File: src/rtl/fraise_seq_pkg.sv
// Shared types and constants for the array operation sequencer.
// Provides the opcode enum, the sequencer state enum, the strobe bundle
// type and the per-opcode strobe masks applied during SETUP and ACT.
package fraise_seq_pkg;

    typedef enum logic [1:0] {
        READ_MEM = 2'b00,
        PROGRAM  = 2'b01,
        INFER    = 2'b10,
        READ_OUT = 2'b11
    } op_e;

    typedef enum logic [1:0] {
        IDLE,
        SETUP,
        ACT,
        RECOVER
    } seq_state_e;

    // Decoder control lines that are switched together as one bundle
    typedef struct packed {
        logic cbl;
        logic cblen;
        logic csl;
        logic read_out;
    } strobe_t;

    localparam strobe_t STB_NONE       = '{cbl: 1'b0, cblen: 1'b0, csl: 1'b0, read_out: 1'b0};
    localparam strobe_t STB_SETUP_PROG = '{cbl: 1'b0, cblen: 1'b1, csl: 1'b0, read_out: 1'b0};
    localparam strobe_t STB_ACT_READ   = '{cbl: 1'b0, cblen: 1'b1, csl: 1'b1, read_out: 1'b0};
    localparam strobe_t STB_ACT_PROG   = '{cbl: 1'b1, cblen: 1'b1, csl: 1'b0, read_out: 1'b0};
    localparam strobe_t STB_ACT_INFER  = '{cbl: 1'b0, cblen: 1'b1, csl: 1'b1, read_out: 1'b0};
    localparam strobe_t STB_ACT_ROUT   = '{cbl: 1'b0, cblen: 1'b0, csl: 1'b0, read_out: 1'b1};

    // Only PROGRAM pre-charges CBLEN during address setup
    function automatic strobe_t setup_strobes(op_e op);
        return (op == PROGRAM) ? STB_SETUP_PROG : STB_NONE;
    endfunction

    function automatic strobe_t act_strobes(op_e op);
        case (op)
            READ_MEM: return STB_ACT_READ;
            PROGRAM:  return STB_ACT_PROG;
            INFER:    return STB_ACT_INFER;
            READ_OUT: return STB_ACT_ROUT;
            default:  return STB_NONE;
        endcase
    endfunction

endpackage

File: src/rtl/array_op_sequencer_if.sv
// Command-side interface of the array operation sequencer.
// Ports:
//   cmd_valid/cmd_ready  valid/ready command handshake
//   cmd_op               requested operation
//   cmd_adr              target column address (N bits)
//   abort                terminate the operation in progress
//   done/aborted         one-cycle completion pulse and its abort qualifier
interface array_op_sequencer_if
    import fraise_seq_pkg::*;
#(
    parameter int N = 5
);
    logic           cmd_valid;
    logic           cmd_ready;
    op_e            cmd_op;
    logic [N-1:0]   cmd_adr;
    logic           abort;
    logic           done;
    logic           aborted;

    modport master (
        output cmd_valid, cmd_op, cmd_adr, abort,
        input  cmd_ready, done, aborted
    );

    modport slave (
        input  cmd_valid, cmd_op, cmd_adr, abort,
        output cmd_ready, done, aborted
    );
endinterface

File: src/rtl/array_op_sequencer.sv
// Sequences one array-decoder operation at a time: accepts a command,
// then walks SETUP / ACT / RECOVER phases driving the decoder strobes and
// column address, and pulses done when finished. INFER repeats the
// phase triple once per word of the selected array.
// Ports:
//   clk, rst_n     clock and asynchronous active-low reset
//   cmd            command interface (slave side)
//   adr_full_col   column address to the decoder
//   CBL/CBLEN/CSL  decoder strobes
//   read_out       decoder read-out select
module array_op_sequencer
    import fraise_seq_pkg::*;
#(
    parameter int Nword    = 3,
    parameter int Narray   = 2,
    parameter int N        = Nword + Narray,
    parameter int M        = 2 ** Nword,
    parameter int PROG_CYC = 4
) (
    input  logic                  clk,
    input  logic                  rst_n,
    array_op_sequencer_if.slave   cmd,
    output logic [N-1:0]          adr_full_col,
    output logic                  CBL,
    output logic                  CBLEN,
    output logic                  CSL,
    output logic                  read_out
);

    localparam logic [Nword-1:0] LAST_WORD = Nword'(M - 1);
    localparam logic [7:0]       PROG_LOAD = 8'(PROG_CYC - 1);

    seq_state_e        state;
    op_e               op_q;
    logic [N-1:0]      adr_q;
    logic [Nword-1:0]  word_cnt;
    logic [Nword-1:0]  next_cnt;
    logic [7:0]        phase_cnt;
    logic              abort_q;
    strobe_t           stb;
    logic              done_q;
    logic              aborted_q;

    assign next_cnt      = word_cnt + 1'b1;
    assign cmd.cmd_ready = (state == IDLE);
    assign cmd.done      = done_q;
    assign cmd.aborted   = aborted_q;
    assign CBL           = stb.cbl;
    assign CBLEN         = stb.cblen;
    assign CSL           = stb.csl;
    assign read_out      = stb.read_out;

    // Address presented for a word: READ_OUT never addresses a column and
    // INFER substitutes the word counter for the low address bits.
    function automatic logic [N-1:0] word_addr(op_e op, logic [N-1:0] base,
                                               logic [Nword-1:0] cnt);
        case (op)
            READ_OUT: return '0;
            INFER:    return {base[N-1:Nword], cnt};
            default:  return base;
        endcase
    endfunction

    // Phase sequencer. All decoder-facing outputs are loaded on the same
    // edge as the state they belong to, so the address only moves on entry
    // to SETUP or IDLE while the strobes are all low. An abort seen in
    // SETUP/ACT is remembered in abort_q so RECOVER can finish the cycle
    // and still report it.
    always_ff @(posedge clk or negedge rst_n) begin
        if (!rst_n) begin
            state        <= IDLE;
            op_q         <= READ_MEM;
            adr_q        <= '0;
            word_cnt     <= '0;
            phase_cnt    <= '0;
            abort_q      <= 1'b0;
            stb          <= STB_NONE;
            adr_full_col <= '0;
            done_q       <= 1'b0;
            aborted_q    <= 1'b0;
        end else begin
            done_q    <= 1'b0;
            aborted_q <= 1'b0;
            case (state)
                IDLE: begin
                    if (cmd.cmd_valid) begin
                        op_q         <= cmd.cmd_op;
                        adr_q        <= cmd.cmd_adr;
                        word_cnt     <= '0;
                        abort_q      <= 1'b0;
                        adr_full_col <= word_addr(cmd.cmd_op, cmd.cmd_adr, '0);
                        stb          <= setup_strobes(cmd.cmd_op);
                        state        <= SETUP;
                    end
                end
                SETUP: begin
                    phase_cnt <= (op_q == PROGRAM) ? PROG_LOAD : 8'd0;
                    if (cmd.abort) begin
                        abort_q <= 1'b1;
                        stb     <= STB_NONE;
                        state   <= RECOVER;
                    end else begin
                        stb     <= act_strobes(op_q);
                        state   <= ACT;
                    end
                end
                ACT: begin
                    if (cmd.abort || phase_cnt == 8'd0) begin
                        abort_q <= cmd.abort;
                        stb     <= STB_NONE;
                        state   <= RECOVER;
                    end else begin
                        phase_cnt <= phase_cnt - 8'd1;
                    end
                end
                RECOVER: begin
                    if (!abort_q && !cmd.abort && op_q == INFER && word_cnt != LAST_WORD) begin
                        word_cnt     <= next_cnt;
                        adr_full_col <= word_addr(op_q, adr_q, next_cnt);
                        stb          <= setup_strobes(op_q);
                        state        <= SETUP;
                    end else begin
                        adr_full_col <= '0;
                        done_q       <= 1'b1;
                        aborted_q    <= abort_q | cmd.abort;
                        state        <= IDLE;
                    end
                end
                default: state <= IDLE;
            endcase
        end
    end

endmodule

File: src/flat_wrapper.sv
// flat-port wrapper written by rule: the top's interface ports become plain ports
module array_op_sequencer_flat import fraise_seq_pkg::*;
#(
    parameter int Nword    = 3,
    parameter int Narray   = 2,
    parameter int N        = Nword + Narray,
    parameter int M        = 2 ** Nword,
    parameter int PROG_CYC = 4
)
  (clk, rst_n, adr_full_col, CBL, CBLEN, CSL, read_out, cmd_cmd_valid, cmd_cmd_op, cmd_cmd_adr, cmd_abort, cmd_cmd_ready, cmd_done, cmd_aborted);
  array_op_sequencer_if #(.N(N)) cmd_i ();
  input  logic clk;
  input  logic rst_n;
  output logic [N-1:0] adr_full_col;
  output logic CBL;
  output logic CBLEN;
  output logic CSL;
  output logic read_out;
  input wire logic [$bits(cmd_i.cmd_valid)-1:0] cmd_cmd_valid;
  input wire logic [$bits(cmd_i.cmd_op)-1:0] cmd_cmd_op;
  input wire logic [$bits(cmd_i.cmd_adr)-1:0] cmd_cmd_adr;
  input wire logic [$bits(cmd_i.abort)-1:0] cmd_abort;
  output wire logic [$bits(cmd_i.cmd_ready)-1:0] cmd_cmd_ready;
  output wire logic [$bits(cmd_i.done)-1:0] cmd_done;
  output wire logic [$bits(cmd_i.aborted)-1:0] cmd_aborted;
  assign cmd_i.cmd_valid = cmd_cmd_valid;
  assign cmd_i.cmd_op = cmd_cmd_op;
  assign cmd_i.cmd_adr = cmd_cmd_adr;
  assign cmd_i.abort = cmd_abort;
  assign cmd_cmd_ready = cmd_i.cmd_ready;
  assign cmd_done = cmd_i.done;
  assign cmd_aborted = cmd_i.aborted;
  array_op_sequencer #(.Nword(Nword), .Narray(Narray), .N(N), .M(M), .PROG_CYC(PROG_CYC)) u_core (.clk(clk), .rst_n(rst_n), .cmd(cmd_i), .adr_full_col(adr_full_col), .CBL(CBL), .CBLEN(CBLEN), .CSL(CSL), .read_out(read_out));
endmodule
File: config.mk
export PLATFORM = sky130hd
export DESIGN_NAME = array_op_sequencer_flat
export DESIGN_NICKNAME = d
export VERILOG_FILES = /design/src/rtl/fraise_seq_pkg.sv /design/src/rtl/array_op_sequencer_if.sv /design/src/rtl/array_op_sequencer.sv /design/src/flat_wrapper.sv
export SDC_FILE = /design/constraint.sdc
export NUM_CORES = 1
export LEC_CHECK = 0
export ABC_AREA = 1
export CORE_MARGIN = 2
export CORE_UTILIZATION = 55
export CTS_CLUSTER_SIZE = 24
export DETAILED_ROUTE_END_ITERATION = 6
export PLACE_DENSITY = 0.89
export SLEW_MARGIN = 20
export SYNTH_ARGS = -nofsm -noshare
export SYNTH_HDL_FRONTEND = slang
export SYNTH_SLANG_ARGS = --single-unit
File: constraint.sdc
create_clock -name clk -period 4.83 [get_ports clk]
set_clock_uncertainty 0.15 [all_clocks]
set_input_delay 0.966 -clock clk [delete_from_list [all_inputs] [get_ports clk]]
set_output_delay 0.966 -clock clk [all_outputs]
set_load 0.01 [all_outputs]
Figure 1. The metal 1 layer (run 1).
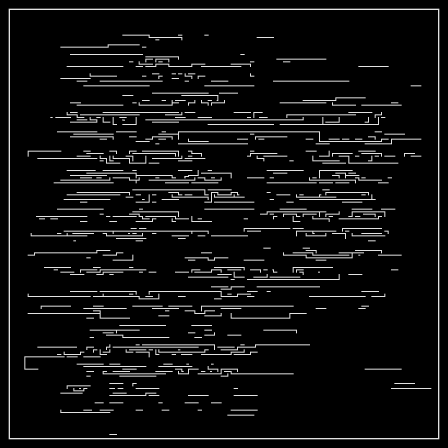
main direction	horizontal
wire length on this layer	1550 microns
nets with wire on the layer	240
longest straight run	22.1 microns

Figure 2. Met2 routing (run 1).
Scale bar: 20 microns. Cells faint in the background.
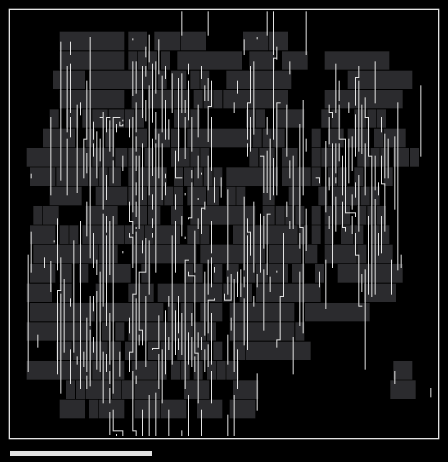
longest straight run	30.9 microns
main direction	vertical

Figure 3. The metal 3 layer (run 1).
Scale bar: 20 microns.
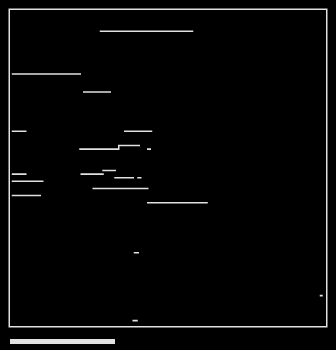
share of all routed wire	2.9%
wire length on this layer	102 microns
nets with wire on the layer	13
longest straight run	17.5 microns

==> impl_metrics.env, run 1 <==
# yosys + openroad results
export IMPL_post_cts_resized=0
export IMPL_highest_layer="met4"
export IMPL_num_nonclk_buffers=23
export IMPL_met2WireLength_microns=1720
export IMPL_logic_gate_count=158
export IMPL_fmax_mhz=354
export IMPL_syn_instance_count=222
export IMPL_setup_ws_ns=2.01
export IMPL_numPortBuffers=22
export IMPL_drv_cap=0
export IMPL_path_clk_slew_ns=0.09
export IMPL_cts_setup_buffers=0
export IMPL_syn_to_final_growth_pct=17.1
export IMPL_vias=1470
export IMPL_layout_nonclk_buf_share_pct=11.2
export IMPL_fin_setup_tns_ns=0
export IMPL_crit_required_ns=3.71
export IMPL_final_antenna_net_count=0
export IMPL_met3_length_microns=102
export IMPL_ys_seq_elements=29
export IMPL_endpoint_kind="output pin"
export IMPL_post_place_ws_ns=2.31
export IMPL_routed_via_density=5.03
export IMPL_worst_endpoint_arrival_ns=1.71
export IMPL_critPathMaxStageDelay_ns=0.57
export IMPL_grt_busiest_layer="met2"
export IMPL_run_status="finished clean"
export IMPL_setup_violations=0
export IMPL_tool_warnings=31
export IMPL_fp_nets=242
export IMPL_gp_congestion=0.826
export IMPL_initialDrtViolationCount=61
export IMPL_rsz0062_at_grt="no"
export IMPL_synth_avg_cell_area_sq_um=7.81
export IMPL_path_delay_family="buffers and inverters"
export IMPL_ys_types=30
export IMPL_chipArea_sq_mm=0.00362
[run 1: power by group]
part           internal [W]  total, W  switching, W
logic              0.000281  0.000700      0.000419
registers          0.000332  0.000401     0.0000690
clock network     0.0000553  0.000138     0.0000823
total              0.000668   0.00124      0.000571
[run 1: Yosys cell counts]
cell type  instances
or2_1              1
nand2_4            2
nand2_8            1
a21oi_1            6
o22ai_1            2
nor2_4             2
o21ai_1            7
nand2_2            4
o21ai_0            5
inv_1             23
clkinv_1           1
xnor2_1            1
xor2_1             2
ha_1               9
o21bai_1           1
nor2_1            28
nand3_2            1
inv_2              6
nor2_2             1
nor3_1             4
buf_8              1
nand4_1            9
nand2_1           54
buf_4              1
o22ai_2            1
nand3b_1           1
nand3_1           15
buf_2              3
o21ai_4            1
dfrtp_1           29
[run 1: metrics by stage]
stage	instance area, sq um	total power [W]	hold slack, ns	utilization (%)	instances
floorplan	1730	0.000915	0.293	-	222
global placement	1980	0.00108	0.308	65.3	284
detailed placement	1980	0.00111	0.313	65.3	284
CTS	2030	0.00125	0.336	67.0	292
global route	2030	0.00135	0.361	67.0	292
finish	2030	0.00124	0.329	67.0	292
[run 1: final timing paths]
path	startpoint	endpoint	slack (ns)	cells past startpoint
max reg2reg	u_core.state[1]$_DFFE_PN0P_	u_core.adr_full_col[0]$_DFFE_PN0P_	2.99	7
min in group asynchronous	rst_n	u_core.phase_cnt[1]$_DFFE_PN0P_	0.87	2
max	u_core.state[1]$_DFFE_PN0P_	cmd_cmd_ready	2.01	3
min reg2reg	u_core.CSL$_DFFE_PN0P_	u_core.CSL$_DFFE_PN0P_	0.33	2
min	u_core.CSL$_DFFE_PN0P_	u_core.CSL$_DFFE_PN0P_	0.33	2
max in group asynchronous	rst_n	u_core.CSL$_DFFE_PN0P_	3.39	2
Figure 4. Routing congestion map (run 1).
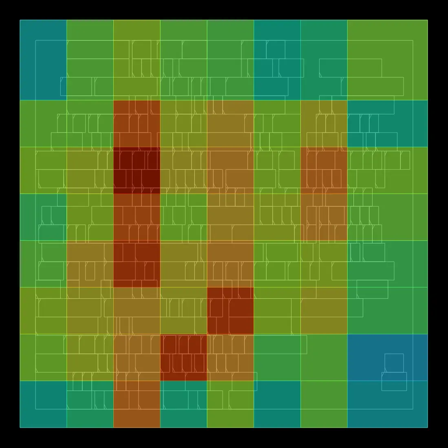

==> inputs of run 2 (changes only) <==
--- a/config.mk
+++ b/config.mk
@@ -7,10 +7,10 @@
 export LEC_CHECK = 0
 export ABC_AREA = 1
 export CORE_MARGIN = 2
-export CORE_UTILIZATION = 55
+export CORE_UTILIZATION = 54
 export CTS_CLUSTER_SIZE = 24
 export DETAILED_ROUTE_END_ITERATION = 6
-export PLACE_DENSITY = 0.89
+export PLACE_DENSITY = 0.87
 export SLEW_MARGIN = 20
 export SYNTH_ARGS = -nofsm -noshare
 export SYNTH_HDL_FRONTEND = slang
==> constraint.sdc (replaced) <==
create_clock -name clk -period 2.9 [get_ports clk]
set_clock_uncertainty 0.15 [all_clocks]
set_input_delay 0.58 -clock clk [delete_from_list [all_inputs] [get_ports clk]]
set_output_delay 0.58 -clock clk [all_outputs]
set_load 0.01 [all_outputs]
Figure 5. Routing congestion map (run 2).
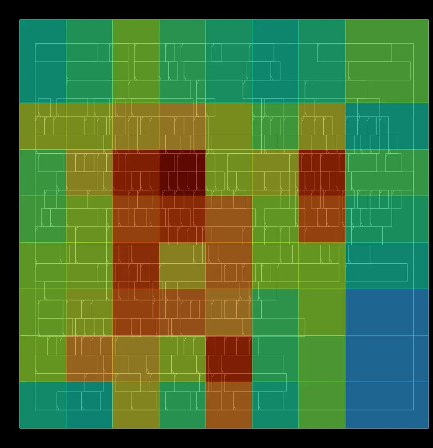
Final Util: 67.6%
met1 usage: 26.5%
GRT Util Overall: 22.1%
WL/cell: 12.2 microns
met2 Usage GRT: 36.9%

Figure 6. The metal 1 layer (run 2).
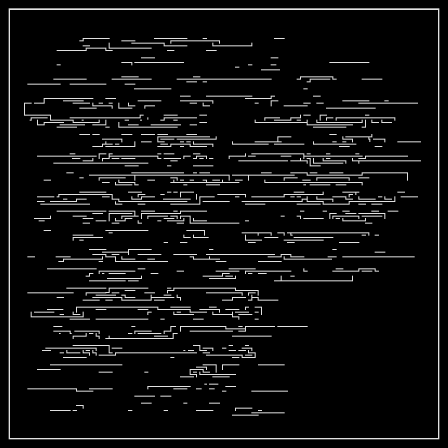
share of all routed wire	42%
longest straight run	19.8 microns
nets with wire on the layer	245

==> run 2 against run 1 <==
  * Routed wire length is 2.6% higher
  * Total power increased by 76%
  * Sequential power up 66%
  * Count of clock-buffer cells in the layout up 1
  * Highest routed layer unchanged
  * Critical path depth unchanged
  * Largest power group unchanged
  * Hold slack is essentially flat
  * Synthesized cell count is the same
  * Clock power went up to 2.6 times the previous value
==> impl_metrics.env, run 2 <==
# yosys + openroad results
export IMPL_synth_avg_cell_area_sq_um=7.81
export IMPL_vias=1531
export IMPL_ys_types=30
export IMPL_cts_hold_buf=0
export IMPL_fmax_mhz=404
export IMPL_setup_violations=0
export IMPL_min_from="u_core.CSL$_DFFE_PN0P_"
export IMPL_path_clk_slew_ns=0.09
export IMPL_die_w_microns=60.7
export IMPL_startpoint="u_core.state[1]$_DFFE_PN0P_"
export IMPL_rr_startpoint="u_core.state[1]$_DFFE_PN0P_"
export IMPL_hold_depth=2
export IMPL_syn_instance_count=222
export IMPL_numPortBuffers=22
export IMPL_holdPathEnd="u_core.CSL$_DFFE_PN0P_"
export IMPL_period_used_pct=85.3
export IMPL_final_antenna_net_count=0
export IMPL_yosys_top_cells_count="nand2_1 (54), dfrtp_1 (29), nor2_1 (28)"
export IMPL_initialDrtViolationCount=69
export IMPL_ys_seq_elements=29
export IMPL_critPathMaxStageDelay_ns=0.58
export IMPL_most_common_cell="nand2_1"
export IMPL_rrSetupSlack_ns=1.01
export IMPL_tool_warnings=31
export IMPL_fp_nets=242
export IMPL_r2r_cells=7
export IMPL_crit_required_ns=2.17
export IMPL_drv_cap=0
export IMPL_routed_via_density=5.24
export IMPL_ff_type="dfrtp_1"
export IMPL_endpoint_kind="output pin"
export IMPL_hold_worst_slack_ns=0.329
export IMPL_syn_to_final_growth_pct=19.1
export IMPL_synthArstFlopShare_pct=100
export IMPL_wirelength_microns=3550
export IMPL_total_power_w=0.00218
export IMPL_nFillCells=273
export IMPL_die_height_microns=60.7
export IMPL_run_status="finished clean"
export IMPL_r2r_end="u_core.adr_full_col[0]$_DFFE_PN0P_"
export IMPL_rsz0062_at_grt="no"
export IMPL_post_cts_resized=0
export IMPL_worstHoldPathType="flop to flop"
export IMPL_topCellsByArea="dfrtp_1 (42%), nand2_1 (12%), ha_1 (6.5%), nor2_1 (6.1%), inv_1 (5.0%)"
export IMPL_endpoint="cmd_cmd_ready"
export IMPL_chipArea_sq_mm=0.00368
export IMPL_edf_count=0
export IMPL_fin_setup_tns_ns=0
export IMPL_power_density_mw_per_mm2=1060
export IMPL_worst_endpoint_arrival_ns=1.74
export IMPL_gp_congestion=0.843
## run 2: cell counts after synthesis
No cell type changed its count.
## run 2: metal layers
metal / track usage (%) / routed length (microns)
met1: 26.5 / 1500
met2: 36.9 / 1880
met3: 6.82 / 143
met4: 9.63 / 31
met5: 0 / 0
## run 2: final cells by class
type                            instances  area, sq um  share of cell area [%]
Sequential cell                        29          726                    35.2
Tap cell                               44         55.1                    2.67
Clock inverter                          1         30.0                    1.46
Inverter                               30          113                    5.46
Timing Repair Buffer                   23          228                    11.0
Multi-Input combinational cell        158          857                    41.5
Clock buffer                            7         55.1                    2.67
## run 2: power breakdown
group | internal, W | leakage [nW] | switching [W]
combinational | 0.000466 | 0.621 | 0.000697
sequential | 0.000552 | 0.377 | 0.000114
clock | 0.000206 | 0.0455 | 0.000146
## run 2: kinds of logic after synthesis
kind of cell	count (synthesis)	share of synthesized area (%)
flops	29	41.9
buf+inv	35	8.66
simple gates	123	33.4
fa+ha+maj	9	6.50
compound gates	23	8.01
xor+xnor	3	1.52
## run 2: stage by stage
stage          instances  utilization [%]  worst slack, ns  instance area [sq um]
4_1_cts              292             67.6            0.396                   2060
6_report             292             67.6            0.428                   2060
5_1_grt              292             67.6            0.355                   2060
3_5_place_dp         284             64.8            0.774                   1980
2_1_floorplan        222                -             1.26                   1730
3_3_place_gp         284             64.8            0.832                   1980
## run 2: worst max-delay path, delay by kind of cell, from the launching register on
family	cells	cell delay, ns
fa+ha+maj	1	0.28
buf+inv	2	0.70
flops	1	0.43
Figure 7. The metal 3 layer (run 2).
Scale bar: 20 microns.
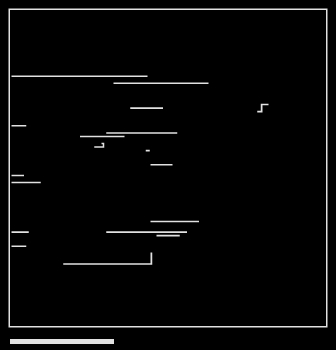

==> inputs of run 3 (changes only) <==
--- a/config.mk
+++ b/config.mk
@@ -7,10 +7,11 @@
 export LEC_CHECK = 0
 export ABC_AREA = 1
 export CORE_MARGIN = 2
-export CORE_UTILIZATION = 54
+export CORE_UTILIZATION = 45
 export CTS_CLUSTER_SIZE = 24
 export DETAILED_ROUTE_END_ITERATION = 6
-export PLACE_DENSITY = 0.87
+export HOLD_SLACK_MARGIN = 0.1
+export PLACE_DENSITY = 0.76
 export SLEW_MARGIN = 20
 export SYNTH_ARGS = -nofsm -noshare
 export SYNTH_HDL_FRONTEND = slang
Figure 8. The metal 3 layer (run 3).
Scale bar: 20 microns.
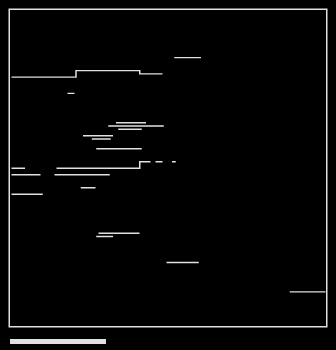
M3 GR Usage: 4.43%
Routed WL: 3490 microns
vias: 1485

Figure 9. Layout detail (run 3).
Scale bar: 5 microns. Window x 7 to 27, y 40 to 60 microns. Cells in gray, sequential cells in the stronger gray; small squares are vias.
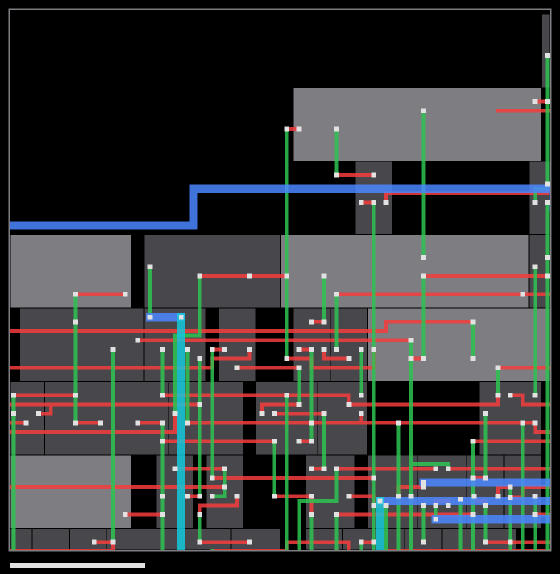
layer	color
met1	red
met4	cyan
met2	green
met3	blue
cells with their middle in the window	25
sequential cells in the window	3
most frequent	nand2_1 (9), dfrtp_1 (3)

==> run 3 against run 2 <==
  * Sequential cell count stayed put
  * Global-route usage shrank 3.2 points
  * Via count is 3.0% lower
  * Non-clock buffer count unchanged
  * Cell count grew 1.4%
  * Register-to-register slack gained 0.12 ns
  * Design area rose by 0.30%
  * Area after synthesis is the same
  * Total power shrank 1.8%
  * First-iteration DRC count is 65% higher
  * Combinational power is essentially flat
  * Critical path type unchanged
==> impl_metrics.env, run 3 <==
# yosys + openroad results
export IMPL_most_common_cell="nand2_1"
export IMPL_seq_area_share_pct=35.1
export IMPL_rr_startpoint="u_core.state[0]$_DFFE_PN0P_"
export IMPL_path_delay_family="buffers and inverters"
export IMPL_comb_area_share_pct=41.4
export IMPL_setup_ws_ns=0.534
export IMPL_flops=29
export IMPL_tool_warnings=31
export IMPL_syn_instance_count=222
export IMPL_fmax_mhz=423
export IMPL_seqCellArea_sq_um=726
export IMPL_layout_nonclk_buf_share_pct=11.0
export IMPL_inv_count=30
export IMPL_topCellsByArea="dfrtp_1 (42%), nand2_1 (12%), ha_1 (6.5%), nor2_1 (6.1%), inv_1 (5.0%)"
export IMPL_post_place_ws_ns=0.765
export IMPL_die_height_microns=66.1
export IMPL_edf_count=0
export IMPL_routedWlPerCell_microns=11.8
export IMPL_worst_endpoint_arrival_ns=1.64
export IMPL_gp_congestion=0.789
export IMPL_ff_type="dfrtp_1"
export IMPL_combGateArea_sq_um=857
export IMPL_fin_setup_tns_ns=0
export IMPL_chipArea_sq_mm=0.00436
export IMPL_largest_class="logic gates"
export IMPL_fp_nets=242
export IMPL_clock_buffer_count=5
export IMPL_worstHoldPathType="flop to flop"
export IMPL_nFillCells=357
export IMPL_path_clk_slew_ns=0.06
export IMPL_synth_avg_cell_area_sq_um=7.81
export IMPL_met2WireLength_microns=1730
export IMPL_synthArstFlopShare_pct=100
export IMPL_routed_via_density=5.02
export IMPL_ys_types=30
export IMPL_die_w_microns=66.1
export IMPL_antenna_cells=0
export IMPL_run_status="finished clean"
export IMPL_highest_layer="met4"
export IMPL_cts_hold_buf=0
export IMPL_num_nonclk_buffers=23
export IMPL_dp_cells=288
export IMPL_drv_cap=0
export IMPL_period_used_pct=81.6
export IMPL_taps=48
export IMPL_use_met1_pct=22.4
export IMPL_drt_met1_wl_microns=1530
export IMPL_yosys_top_cells_count="nand2_1 (54), dfrtp_1 (29), nor2_1 (28)"
export IMPL_endpoint_kind="output pin"
export IMPL_ys_seq_elements=29
export IMPL_cts_setup_buffers=0
export IMPL_min_from="u_core.CBLEN$_DFFE_PN0P_"
export IMPL_power_density_mw_per_mm2=1040
export IMPL_critPathMaxStageDelay_ns=0.57
export IMPL_met3_length_microns=156
export IMPL_initialDrtViolationCount=114
export IMPL_setup_violations=0
export IMPL_startpoint="u_core.state[0]$_DFFE_PN0P_"
export IMPL_post_cts_resized=0
export IMPL_grt_busiest_layer="met2"
export IMPL_crit_required_ns=2.17
export IMPL_syn_to_final_growth_pct=19.4
export IMPL_final_antenna_net_count=0
export IMPL_rsz0062_at_grt="no"
export IMPL_grt_usage_pct=18.9
-- run 3: netlist changes by cell type in the layout (fill, tap and decap cells not counted) --
cell	previous run	this run
clkinv_2	0	2
clkinvlp_4	0	1
clkbuf_8	1	5
clkbuf_1	1	0
clkbuf_4	5	0
bufinv_16	1	0
-- run 3: cells by family (layout without fill, tap and decap cells) --
group / count (synthesis) / in the layout / synth area share, %
DFF: 29 / 29 / 41.9
xor gates and xnor gates: 3 / 3 / 1.52
and+or+nand+nor: 123 / 123 / 33.4
adders and majority gates: 9 / 9 / 6.50
AOI/OAI and AO/OA: 23 / 23 / 8.01
buffers and inverters: 35 / 61 / 8.66
-- run 3: report_power, final --
group	total [W]	leakage, nW	switching (W)	internal, W
Clock	0.000323	0.0439	0.000158	0.000165
Sequential	0.000671	0.377	0.000118	0.000554
Combinational	0.00115	0.621	0.000682	0.000466
Total	0.00214	1.04	0.000958	0.00118
-- run 3: final timing paths --
kind	cells after the start	to	slack (ns)
worst max-delay path	3	cmd_cmd_ready	0.53
worst min-delay path	2	u_core.CBLEN$_DFFE_PN0P_	0.32
worst max register to register	7	u_core.adr_full_col[0]$_DFFE_PN0P_	1.13
worst min register to register	2	u_core.CBLEN$_DFFE_PN0P_	0.32
max in group asynchronous	2	u_core.read_out$_DFFE_PN0P_	1.79
min in group asynchronous	2	u_core.phase_cnt[2]$_DFFE_PN0P_	0.53
-- run 3: per-stage QoR --
| stage | cell area, sq um | hold WS, ns | util, % |
|---|---|---|---|
| floorplan | 1730 | 0.134 | - |
| global placement | 1980 | 0.313 | 53.8 |
| detailed placement | 1980 | 0.313 | 53.8 |
| CTS | 2070 | 0.327 | 56.1 |
| global route | 2070 | 0.364 | 56.1 |
| finish | 2070 | 0.321 | 56.1 |
Power is estimated from default activity; no workload was simulated.
